Congestion heat map:
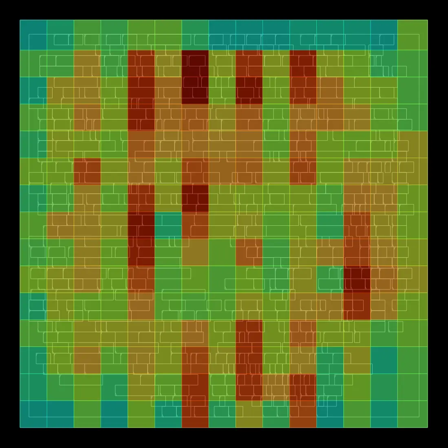
Cell classes on the final placement:
Bar = 20 um.
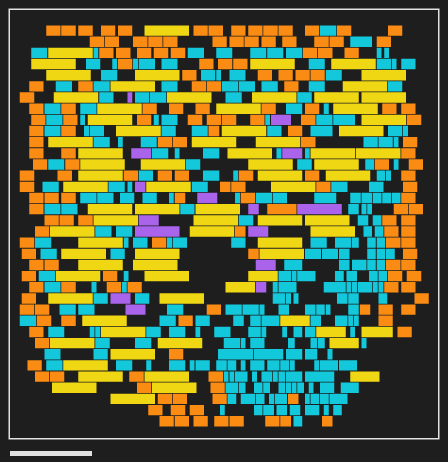
Gate families picked out:
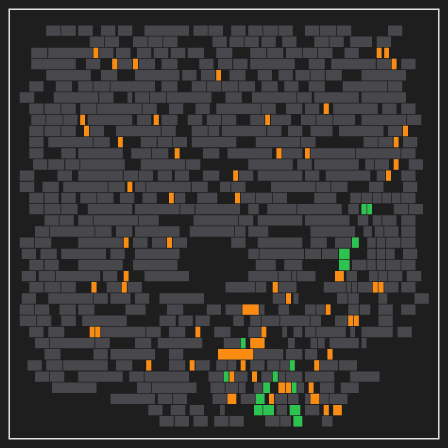
==> config.mk <==
export PLATFORM = sky130hd
export DESIGN_NAME = rf_write_arbiter
export DESIGN_NICKNAME = d
export VERILOG_FILES = /design/src/rtl/rf_pkg.sv /design/src/rtl/rf_wq.sv /design/src/rtl/rf_write_arbiter.sv
export SDC_FILE = /design/constraint.sdc
export NUM_CORES = 1
export LEC_CHECK = 0
export CORE_MARGIN = 2
export CORE_UTILIZATION = 46
export CTS_BUF_LIST = sky130_fd_sc_hd__clkbuf_8
export DETAILED_ROUTE_END_ITERATION = 16
export PLACE_DENSITY = 0.82
export SLEW_MARGIN = 25
export SYNTH_ARGS = -nofsm -noshare
export SYNTH_HDL_FRONTEND = slang
export SYNTH_HIERARCHICAL = 1
export SYNTH_SLANG_ARGS = --single-unit
==> constraint.sdc <==
create_clock -name CLK -period 5.22 [get_ports CLK]
set_input_delay 1.044 -clock CLK [delete_from_list [all_inputs] [get_ports CLK]]
set_output_delay 1.044 -clock CLK [all_outputs]
set_load 0.1 [all_outputs]
==> results_slide.txt <==
Flow Results at a Glance

Cells and area
  • Comb gate area: 0.002165 mm2
  • Fillers: 735
  • Buffer share of cell area: 26.27%
  • Largest class: sequential cells
  • Clk cell area share: 3.175%
  • Top cell excl fill/tap: clkdlybuf4s50_1
  • Combinational Gates: 258

Yosys
  • Dominant cell area share: 46.73%
  • Yosys reg bits: 79
  • Top cell type by instance count after synthesis: edfxtp_1
  • Async S/R FF share, synth: 0%
  • Syn nets: 486
  • XOR Share, Synth: 0.7572%
  • Synth Cell Area: 0.004627 mm2
  • Ys cells: 364
  • Yosys simple share: 9.897%
  • Synth area leader: edfxtp_1

Drt
  • Routed wire length: 11940 um
  • DRC violations left: 0

Final timing
  • Final hold slack: 0.5293 ns
  • Setup violators final: 0
  • Max_slew headroom: 30.94%
  • Fin. max-slew vios: 0
  • Unrepaired setup endpoints after global routing: no
  • Max Clock Freq: 246.7 MHz
  • Fin crit share: 77.64%

CTS
  • Setup Buffers After CTS: 0
  • CTS tree: done
  • CTS HTree Levels: 3

Global route
  • Vias in the first global route: 3857
  • Busiest grt layer: met2
  • Grt total ovfl: 0
  • Met2 GRT Util: 41.04%
  • Largest net degree at the start of global routing: 37
  • Met1 Use GR: 23.56%

Power
  • Combinational group share of total power: 63.9%
  • Comb. pwr: 2900 uW
  • Total power: 4531 uW
  • Flop pwr share: 25.3%
  • Clock power frac: 10.8%
  • Max VDD drop: 0.0003769 V
  • LEAKAGE: 0.002293 uW
  • Net Sw Frac: 50.74%

Worst setup path
  • R2R Setup Slk: 1.80 ns
  • Cells along the critical path: clkdlybuf4s50_1 > and2_4 > nor4b_4 > o21bai_1 > nand2_1 > a311oi_1 > buf_4
  • Worst Path Class, Setup: input pin to primary output
  • CP top delay family: buffers and inverters
  • Worst Path Arrival: 3.01 ns
  • Slowest stage cell, crit path: clkdlybuf4s50_1
  • Buffers & Inverters on Critical Path: 2

Floorplanning
  • Fp util: 47.34%
  • Die width: 104.3 um

Run
  • Max-Cap Viols: 0
  • Tool warnings: 31

Place
  • DP Cell Count: 655
  • Final HPWL DP: 8946 um

Min path
  • HP Class: flop to flop

Run status
  • Status: completed
-- 'congestion heat map' (at the start) --
met3 Track Usage GR: 4.887%
DR WL/cell: 17.81 um

-- 'cell classes on the final placement' (at the start) --
Orange shows remaining buffers and delay cells, cells 175, share of their area 27%. Cyan shows remaining logic cells, cells 268, share of their area 34%. Yellow shows registers, cells 79, share of their area 36%. Purple shows clock drivers and dummy loads, cells 15, share of their area 3.3%.
site row count: 36
Std-Cell Core Area: 0.009774 mm2
flop share of the area: 34.79%
final core occ: 67.74%
fin area: 0.006621 mm2

-- 'gate families picked out' (at the start) --
Orange shows nor cells, cells 59, where spread over the die. Green shows nand cells, cells 16.
Comb area share: 32.69%
Final Non-Filler Cells: 670

Power is estimated from default activity; no workload was simulated.
